===== src/rtl/prco_reg_port_pkg.sv =====
// prco_reg_port_pkg: shared constants for the PRCO register-set port.
//   DATA_W_DEF / SEL_W_DEF : default data and select widths
//   REG_SP / REG_BP        : stack/base pointer register indices
//   state_e                : operand-fetch FSM encoding
package prco_reg_port_pkg;
  localparam int DATA_W_DEF = 16;
  localparam int SEL_W_DEF  = 3;
  localparam int REG_SP     = 6;
  localparam int REG_BP     = 7;

  typedef enum logic [1:0] {
    ST_IDLE = 2'd0,
    ST_READ = 2'd1,
    ST_CAPT = 2'd2,
    ST_RESP = 2'd3
  } state_e;
endpackage


===== src/rtl/prco_reg_port_if.sv =====
// prco_reg_port_if: request, operand, writeback and register-set signals.
//   slave  : the port block (consumes i_*, drives q_*)
//   master : the surrounding environment (drives i_*, consumes q_*)
interface prco_reg_port_if #(
  parameter int DATA_W = 16,
  parameter int SEL_W  = 3
);
  logic              i_req_valid;
  logic              q_req_ready;
  logic [SEL_W-1:0]  i_req_sela;
  logic [SEL_W-1:0]  i_req_selb;
  logic              i_req_wen;
  logic [SEL_W-1:0]  i_req_wdst;
  logic              q_op_valid;
  logic              i_op_ready;
  logic [DATA_W-1:0] q_op_a;
  logic [DATA_W-1:0] q_op_b;
  logic              i_wb_valid;
  logic [SEL_W-1:0]  i_wb_sel;
  logic [DATA_W-1:0] i_wb_data;
  logic              q_rf_en;
  logic              q_rf_reset;
  logic [SEL_W-1:0]  q_rf_sela;
  logic [SEL_W-1:0]  q_rf_selb;
  logic [DATA_W-1:0] i_rf_data;
  logic [DATA_W-1:0] i_rf_datb;
  logic              q_rf_we;
  logic [SEL_W-1:0]  q_rf_seld;
  logic [DATA_W-1:0] q_rf_datd;

  modport slave (
    input  i_req_valid, i_req_sela, i_req_selb, i_req_wen, i_req_wdst,
           i_op_ready, i_wb_valid, i_wb_sel, i_wb_data, i_rf_data, i_rf_datb,
    output q_req_ready, q_op_valid, q_op_a, q_op_b, q_rf_en, q_rf_reset,
           q_rf_sela, q_rf_selb, q_rf_we, q_rf_seld, q_rf_datd
  );

  modport master (
    output i_req_valid, i_req_sela, i_req_selb, i_req_wen, i_req_wdst,
           i_op_ready, i_wb_valid, i_wb_sel, i_wb_data, i_rf_data, i_rf_datb,
    input  q_req_ready, q_op_valid, q_op_a, q_op_b, q_rf_en, q_rf_reset,
           q_rf_sela, q_rf_selb, q_rf_we, q_rf_seld, q_rf_datd
  );
endinterface


===== src/rtl/prco_reg_port_scoreboard.sv =====
// prco_scoreboard: one pending bit per register.
//   i_clk, i_reset_n     : clock, synchronous active-low reset
//   i_set_en/i_set_sel   : mark a destination pending
//   i_clr_en/i_clr_sel   : retire a destination (writeback)
//   i_look_a/b, q_pend_a/b : combinational lookups of the current bits
module prco_scoreboard #(
  parameter int SEL_W = 3
) (
  input  logic             i_clk,
  input  logic             i_reset_n,
  input  logic             i_set_en,
  input  logic [SEL_W-1:0] i_set_sel,
  input  logic             i_clr_en,
  input  logic [SEL_W-1:0] i_clr_sel,
  input  logic [SEL_W-1:0] i_look_a,
  input  logic [SEL_W-1:0] i_look_b,
  output logic             q_pend_a,
  output logic             q_pend_b
);
  localparam int N = 1 << SEL_W;

  logic [N-1:0] sb_q, sb_d;

  // Set is applied after clear so a new owner stays pending when the old
  // owner retires on the same edge.
  always_comb begin
    sb_d = sb_q;
    if (i_clr_en) sb_d[i_clr_sel] = 1'b0;
    if (i_set_en) sb_d[i_set_sel] = 1'b1;
  end

  always_ff @(posedge i_clk) begin
    if (!i_reset_n) sb_q <= '0;
    else            sb_q <= sb_d;
  end

  assign q_pend_a = sb_q[i_look_a];
  assign q_pend_b = sb_q[i_look_b];
endmodule


===== src/rtl/prco_reg_port.sv =====
// prco_reg_port: initiator side of the PRCO register-set interface.
//   i_clk, i_reset_n : clock, synchronous active-low reset
//   bus (slave)      : request/operand handshake, writeback strobe and the
//                      register-set select/data/write ports
// One fetch in flight: IDLE (accept) -> READ (set samples selects) ->
// CAPT (capture data) -> RESP (hold until consumer takes operands).
module prco_reg_port
  import prco_reg_port_pkg::*;
#(
  parameter int DATA_W = DATA_W_DEF,
  parameter int SEL_W  = SEL_W_DEF,
  parameter bit SB_EN  = 1'b1
) (
  input logic            i_clk,
  input logic            i_reset_n,
  prco_reg_port_if.slave bus
);
  state_e            state_q, state_d;
  logic [SEL_W-1:0]  sela_q, sela_d, selb_q, selb_d;
  logic [DATA_W-1:0] fwd_a_q, fwd_a_d, fwd_b_q, fwd_b_d;
  logic              fwd_a_v_q, fwd_a_v_d, fwd_b_v_q, fwd_b_v_d;
  logic [DATA_W-1:0] op_a_q, op_a_d, op_b_q, op_b_d;
  logic              op_valid_q, op_valid_d;
  logic              rf_reset_q;
  logic              pend_a, pend_b, hazard, req_ready, accept;

  prco_scoreboard #(.SEL_W(SEL_W)) u_sb (
    .i_clk     (i_clk),
    .i_reset_n (i_reset_n),
    .i_set_en  (accept && bus.i_req_wen),
    .i_set_sel (bus.i_req_wdst),
    .i_clr_en  (bus.i_wb_valid),
    .i_clr_sel (bus.i_wb_sel),
    .i_look_a  (bus.i_req_sela),
    .i_look_b  (bus.i_req_selb),
    .q_pend_a  (pend_a),
    .q_pend_b  (pend_b)
  );

  // A pending source being written back this cycle is not a hazard: the
  // write lands before the READ-cycle sample edge.
  assign hazard = SB_EN &&
    ((pend_a && !(bus.i_wb_valid && bus.i_wb_sel == bus.i_req_sela)) ||
     (pend_b && !(bus.i_wb_valid && bus.i_wb_sel == bus.i_req_selb)));
  assign req_ready = (state_q == ST_IDLE) && !hazard;
  assign accept    = bus.i_req_valid && req_ready;

  always_comb begin
    state_d    = state_q;
    sela_d     = sela_q;
    selb_d     = selb_q;
    fwd_a_d    = fwd_a_q;
    fwd_b_d    = fwd_b_q;
    fwd_a_v_d  = fwd_a_v_q;
    fwd_b_v_d  = fwd_b_v_q;
    op_a_d     = op_a_q;
    op_b_d     = op_b_q;
    op_valid_d = op_valid_q;
    case (state_q)
      ST_IDLE: if (accept) begin
        sela_d  = bus.i_req_sela;
        selb_d  = bus.i_req_selb;
        state_d = ST_READ;
      end
      ST_READ: begin
        // A write on the sample edge returns the old value; keep the new one.
        if (bus.i_wb_valid && bus.i_wb_sel == sela_q) begin
          fwd_a_d   = bus.i_wb_data;
          fwd_a_v_d = 1'b1;
        end
        if (bus.i_wb_valid && bus.i_wb_sel == selb_q) begin
          fwd_b_d   = bus.i_wb_data;
          fwd_b_v_d = 1'b1;
        end
        state_d = ST_CAPT;
      end
      ST_CAPT: begin
        op_a_d     = fwd_a_v_q ? fwd_a_q : bus.i_rf_data;
        op_b_d     = fwd_b_v_q ? fwd_b_q : bus.i_rf_datb;
        op_valid_d = 1'b1;
        state_d    = ST_RESP;
      end
      ST_RESP: if (bus.i_op_ready) begin
        op_valid_d = 1'b0;
        fwd_a_v_d  = 1'b0;
        fwd_b_v_d  = 1'b0;
        state_d    = ST_IDLE;
      end
      default: state_d = ST_IDLE;
    endcase
  end

  always_ff @(posedge i_clk) begin
    if (!i_reset_n) begin
      state_q    <= ST_IDLE;
      sela_q     <= '0;
      selb_q     <= '0;
      fwd_a_q    <= '0;
      fwd_b_q    <= '0;
      fwd_a_v_q  <= 1'b0;
      fwd_b_v_q  <= 1'b0;
      op_a_q     <= '0;
      op_b_q     <= '0;
      op_valid_q <= 1'b0;
      rf_reset_q <= 1'b1;
    end else begin
      state_q    <= state_d;
      sela_q     <= sela_d;
      selb_q     <= selb_d;
      fwd_a_q    <= fwd_a_d;
      fwd_b_q    <= fwd_b_d;
      fwd_a_v_q  <= fwd_a_v_d;
      fwd_b_v_q  <= fwd_b_v_d;
      op_a_q     <= op_a_d;
      op_b_q     <= op_b_d;
      op_valid_q <= op_valid_d;
      rf_reset_q <= 1'b0;
    end
  end

  assign bus.q_req_ready = req_ready;
  assign bus.q_op_valid  = op_valid_q;
  assign bus.q_op_a      = op_a_q;
  assign bus.q_op_b      = op_b_q;
  assign bus.q_rf_en     = 1'b1;
  assign bus.q_rf_reset  = rf_reset_q;
  assign bus.q_rf_sela   = sela_q;
  assign bus.q_rf_selb   = selb_q;
  assign bus.q_rf_we     = bus.i_wb_valid && i_reset_n;
  assign bus.q_rf_seld   = bus.i_wb_sel;
  assign bus.q_rf_datd   = bus.i_wb_data;
endmodule


===== src/flat_wrapper.sv =====
// flat-port wrapper written by rule: the top's interface ports become plain ports
module prco_reg_port_flat import prco_reg_port_pkg::*;
#(
  parameter int DATA_W = DATA_W_DEF,
  parameter int SEL_W  = SEL_W_DEF,
  parameter bit SB_EN  = 1'b1
)
  (i_clk, i_reset_n, bus_i_req_valid, bus_i_req_sela, bus_i_req_selb, bus_i_req_wen, bus_i_req_wdst, bus_i_op_ready, bus_i_wb_valid, bus_i_wb_sel, bus_i_wb_data, bus_i_rf_data, bus_i_rf_datb, bus_q_req_ready, bus_q_op_valid, bus_q_op_a, bus_q_op_b, bus_q_rf_en, bus_q_rf_reset, bus_q_rf_sela, bus_q_rf_selb, bus_q_rf_we, bus_q_rf_seld, bus_q_rf_datd);
  prco_reg_port_if #(.DATA_W(DATA_W), .SEL_W(SEL_W)) bus_i ();
  input logic i_clk;
  input logic i_reset_n;
  input wire logic [$bits(bus_i.i_req_valid)-1:0] bus_i_req_valid;
  input wire logic [$bits(bus_i.i_req_sela)-1:0] bus_i_req_sela;
  input wire logic [$bits(bus_i.i_req_selb)-1:0] bus_i_req_selb;
  input wire logic [$bits(bus_i.i_req_wen)-1:0] bus_i_req_wen;
  input wire logic [$bits(bus_i.i_req_wdst)-1:0] bus_i_req_wdst;
  input wire logic [$bits(bus_i.i_op_ready)-1:0] bus_i_op_ready;
  input wire logic [$bits(bus_i.i_wb_valid)-1:0] bus_i_wb_valid;
  input wire logic [$bits(bus_i.i_wb_sel)-1:0] bus_i_wb_sel;
  input wire logic [$bits(bus_i.i_wb_data)-1:0] bus_i_wb_data;
  input wire logic [$bits(bus_i.i_rf_data)-1:0] bus_i_rf_data;
  input wire logic [$bits(bus_i.i_rf_datb)-1:0] bus_i_rf_datb;
  output wire logic [$bits(bus_i.q_req_ready)-1:0] bus_q_req_ready;
  output wire logic [$bits(bus_i.q_op_valid)-1:0] bus_q_op_valid;
  output wire logic [$bits(bus_i.q_op_a)-1:0] bus_q_op_a;
  output wire logic [$bits(bus_i.q_op_b)-1:0] bus_q_op_b;
  output wire logic [$bits(bus_i.q_rf_en)-1:0] bus_q_rf_en;
  output wire logic [$bits(bus_i.q_rf_reset)-1:0] bus_q_rf_reset;
  output wire logic [$bits(bus_i.q_rf_sela)-1:0] bus_q_rf_sela;
  output wire logic [$bits(bus_i.q_rf_selb)-1:0] bus_q_rf_selb;
  output wire logic [$bits(bus_i.q_rf_we)-1:0] bus_q_rf_we;
  output wire logic [$bits(bus_i.q_rf_seld)-1:0] bus_q_rf_seld;
  output wire logic [$bits(bus_i.q_rf_datd)-1:0] bus_q_rf_datd;
  assign bus_i.i_req_valid = bus_i_req_valid;
  assign bus_i.i_req_sela = bus_i_req_sela;
  assign bus_i.i_req_selb = bus_i_req_selb;
  assign bus_i.i_req_wen = bus_i_req_wen;
  assign bus_i.i_req_wdst = bus_i_req_wdst;
  assign bus_i.i_op_ready = bus_i_op_ready;
  assign bus_i.i_wb_valid = bus_i_wb_valid;
  assign bus_i.i_wb_sel = bus_i_wb_sel;
  assign bus_i.i_wb_data = bus_i_wb_data;
  assign bus_i.i_rf_data = bus_i_rf_data;
  assign bus_i.i_rf_datb = bus_i_rf_datb;
  assign bus_q_req_ready = bus_i.q_req_ready;
  assign bus_q_op_valid = bus_i.q_op_valid;
  assign bus_q_op_a = bus_i.q_op_a;
  assign bus_q_op_b = bus_i.q_op_b;
  assign bus_q_rf_en = bus_i.q_rf_en;
  assign bus_q_rf_reset = bus_i.q_rf_reset;
  assign bus_q_rf_sela = bus_i.q_rf_sela;
  assign bus_q_rf_selb = bus_i.q_rf_selb;
  assign bus_q_rf_we = bus_i.q_rf_we;
  assign bus_q_rf_seld = bus_i.q_rf_seld;
  assign bus_q_rf_datd = bus_i.q_rf_datd;
  prco_reg_port #(.DATA_W(DATA_W), .SEL_W(SEL_W), .SB_EN(SB_EN)) u_core (.i_clk(i_clk), .i_reset_n(i_reset_n), .bus(bus_i));
endmodule

===== config.mk =====
export PLATFORM = sky130hd
export DESIGN_NAME = prco_reg_port_flat
export DESIGN_NICKNAME = d
export VERILOG_FILES = /design/src/rtl/prco_reg_port_pkg.sv /design/src/rtl/prco_reg_port_if.sv /design/src/rtl/prco_reg_port_scoreboard.sv /design/src/rtl/prco_reg_port.sv /design/src/flat_wrapper.sv
export SDC_FILE = /design/constraint.sdc
export NUM_CORES = 1
export LEC_CHECK = 0
export CORE_ASPECT_RATIO = 1.75
export CORE_MARGIN = 3
export CORE_UTILIZATION = 50
export DETAILED_ROUTE_END_ITERATION = 10
export PLACE_DENSITY = 0.86
export SLEW_MARGIN = 20
export SYNTH_ARGS = -nofsm -noshare
export SYNTH_HDL_FRONTEND = slang
export SYNTH_SLANG_ARGS = --single-unit

===== constraint.sdc =====
create_clock -name i_clk -period 4.08 [get_ports i_clk]
set_input_delay 0.612 -clock i_clk [delete_from_list [all_inputs] [get_ports i_clk]]
set_output_delay 0.612 -clock i_clk [all_outputs]
set_load 0.02 [all_outputs]

PDN straps and rails:
(4 px per um) Pins as bars on the die edge.
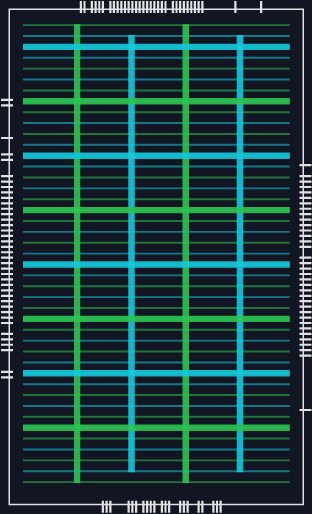
VDD: marked cyan. VSS: marked green.
The core has 42 rows. 128 signal pins sit on the boundary. 4 straps on met4. 43 met1 rails follow the rows. 8 straps on met5.
Die Y: 123.5 um
peak supply drop: 0.4696 mV
Core ar.: 7620 sq um
Die Wd: 73.13 um

Placement by cell class:
(3 px per um) Fill, decap, tap and diode cells in gray.
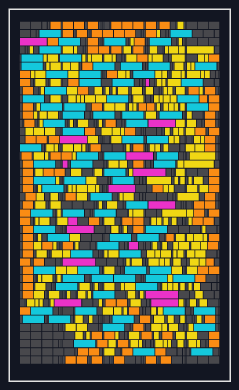
other buffers and delay cells: marked orange, cells 131, share of their area 24%. clock drivers and dummy loads: marked magenta, cells 16, share of their area 6.4%. all other logic: marked yellow, cells 285, share of their area 38%. flops: marked cyan, cells 84, share of their area 32%.
final instance area: 5434 sq um
Core Util, Final: 71.31%
sequential cell area share: 30.97%
num rows: 42

Clock network drawn from the DEF:
(6 px per um)
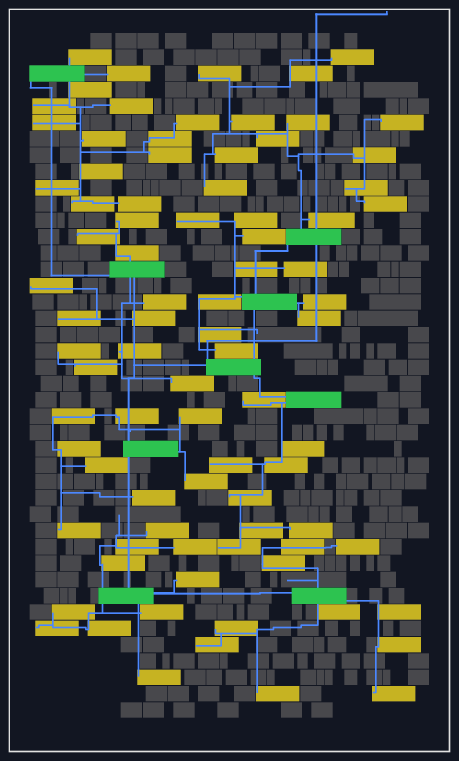
flip-flops: marked yellow, count 84. cells driving clock nets: marked green, count 9. clock wires: marked blue, length 990 um.
There are 10 routed clock nets. Position of the flops: all over the die.
Clk Latency, worst-skew pair: 340 ps
clock network power share: 29.2%
P_clk: 0.923 mW

Wiring by layer:
(4 px per um) Only two layers are drawn.
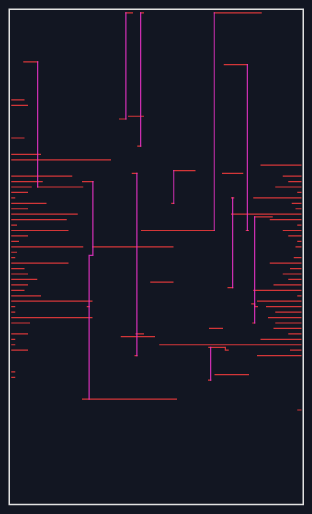
met3: marked red, wire length 633 um. met4: marked magenta, wire length 353 um.
Via Count: 3397
Total Wirelength: 10640 um
total track usage: 24.10%
wire per inst: 17.61 um

## through the flow
| step | cells | total power, mW | util, % |
|---|---|---|---|
| final | 604 | 3.164 | 71.31 |
| after global routing | 604 | 3.334 | 71.31 |
| after CTS | 604 | 3.188 | 71.17 |
| after detailed placement | 588 | 2.256 | 66.68 |
| after global placement | 588 | 2.227 | 66.68 |
| after floorplan | 417 | 1.758 | - |
## critical path, stage by stage
cell and delay, ps:
clkdlybuf4s50_1 650, xor2_1 210, o41ai_4 400, o22a_2 350, and3_1 190, clkdlybuf4s50_1 590
## per-layer routing
layer,vias to the layer above,GRT usage [%],part of all wire [%]
li1,1647,-,-
met1,1609,23.95,36
met2,117,44.23,54
met3,24,6.835,6.0
met4,0,12.01,3.3
met5,-,0,0
==> impl_metrics.ini <==
; implementation run metrics
[run_status]
outcome = finished clean

[critical_path]
worst_ep_arrival_time_ps = 3030
crit_path_end_kind = primary output
worstSetupPathType = input port to primary output
required_ps = 3470
reg2reg_from = u_core.state_q[0]
crit_path_start = bus_i_wb_sel[0]
cp_max_fo = 14
r2r_slack_ps = 2000
r2r_cells = 6
start_kind = input port
worstSetupEndpoint = bus_q_req_ready

[logic_synthesis]
fa_ha_area_share_pct = 1.269
postSynthSeqShare_pct = 42.65
synth.logic.top_family = multiplexers
syn_inst = 417
synth-async-reset-ratio_pct = 0
muxShareOfSynthArea_pct = 18.41
synth_area_sq_um = 3943
synth.distinct_cells = 46
top_cells_by_count = dfxtp_1, mux2i_1, nor2_1
synthAoiAreaFrac_pct = 13.77
most_common_cell = dfxtp_1
synth_top_area_share_pct = 42.65
flop_cell = dfxtp_1
synth-cells-yosys = 417
syn_area_per_cell_sq_um = 9.455
edf_count = 0
yosys_area_sq_um = 3943
ys_sh_simple_pct = 13.96
area_leaders = dfxtp_1, mux2i_1, nor2_1
synth_flops = 84
synth.largest_area_cell = dfxtp_1
synth_nets = 487
yosysWarnings = 0
xor_area_share_pct = 2.444

[place]
place_hpwl_um = 7794
dpl_cell_area_sq_um = 5081
port_buffers = 126
preCtsSetupSlack_ps = 433.4
place_congestion = 0.9161

[cells_and_area]
final_common_cell = clkdlybuf4s50_1
flops = 84
clockNetworkAreaShare_pct = 6.286
final_nets = 581
inv_count = 5
fill_cells = 597
final_layout_top_logic_cells = clkdlybuf4s50_1, dfxtp_1, mux2i_1, nor2_1, a211oi_1
mi_logic_area_sq_um = 1982
flop_area_sq_um = 1683
area_share_nonclk_buffers_pct = 23.90
signal_buffers = 131
nClkBuffers = 10
largestClassByArea = multi-input combinational cells
num-multi-input-gates = 280
syn_to_final_growth_pct = 37.83
combAreaFraction_pct = 36.47
antenna_cells = 0
drive_gt1_share_pct = 5.620

[clocking]
cts.sinks = 84
ctsResizeCount = 0
cts_setup_buffers = 0
cts_made_buffers = 9
cts_root_buf = clkbuf_16
htree_levels = 3
hold_buffers = 0
clk_path_buf_depth = 2
cts_tree = done

[final_timing]
maxSlewViolCount = 0
fmax_mhz = 274.9
fin_ws_ps = 442.0
hold-worst-slack_ps = 481.6
finalCriticalPeriod_ps = 3638
setup_violations = 0
relSlewSlack_pct = 29.82
rsz0062_at_grt = no
hold_viol_final = 0
tightest_slew_ps = 1051
fin_setup_tns_ps = 0
finalClockPeriodUsage_pct = 89.17

[power]
p_comb_mw = 1.14
power.switching_mw = 1.043
sw_frac_of_total_pct = 32.98
internal-power_mw = 2.121
power.group.top = combinational cells
leakage_nw = 2.101
p_seq_share_pct = 34.8
comb_power_share_pct = 36.0
powerSeq_mw = 1.10

[global_routing]
antenna_found_initial = 0
grt_first_pass_wirelength_um = 16370
grt_pass1_vias = 3392
grt_overflow_total = 0
grt_max_degree = 84

[job]
warnings = 29
maxCapViolCount = 0

[die]
taps = 88
dieArea_sq_um = 9028
ios = 128
fp_util_pct = 51.74

[hold_path]
hold_path_class = flip-flop to flip-flop
min_to = u_core.bus.q_op_b[4]
whs_path_depth = 2

[route]
final_antenna_net_count = 0
firstDrtPassIters = 4
routed_via_density = 5.624
drc = 0
first_iter_violations = 115
Power figures rest on the tool's default switching activity, not on a simulated workload.
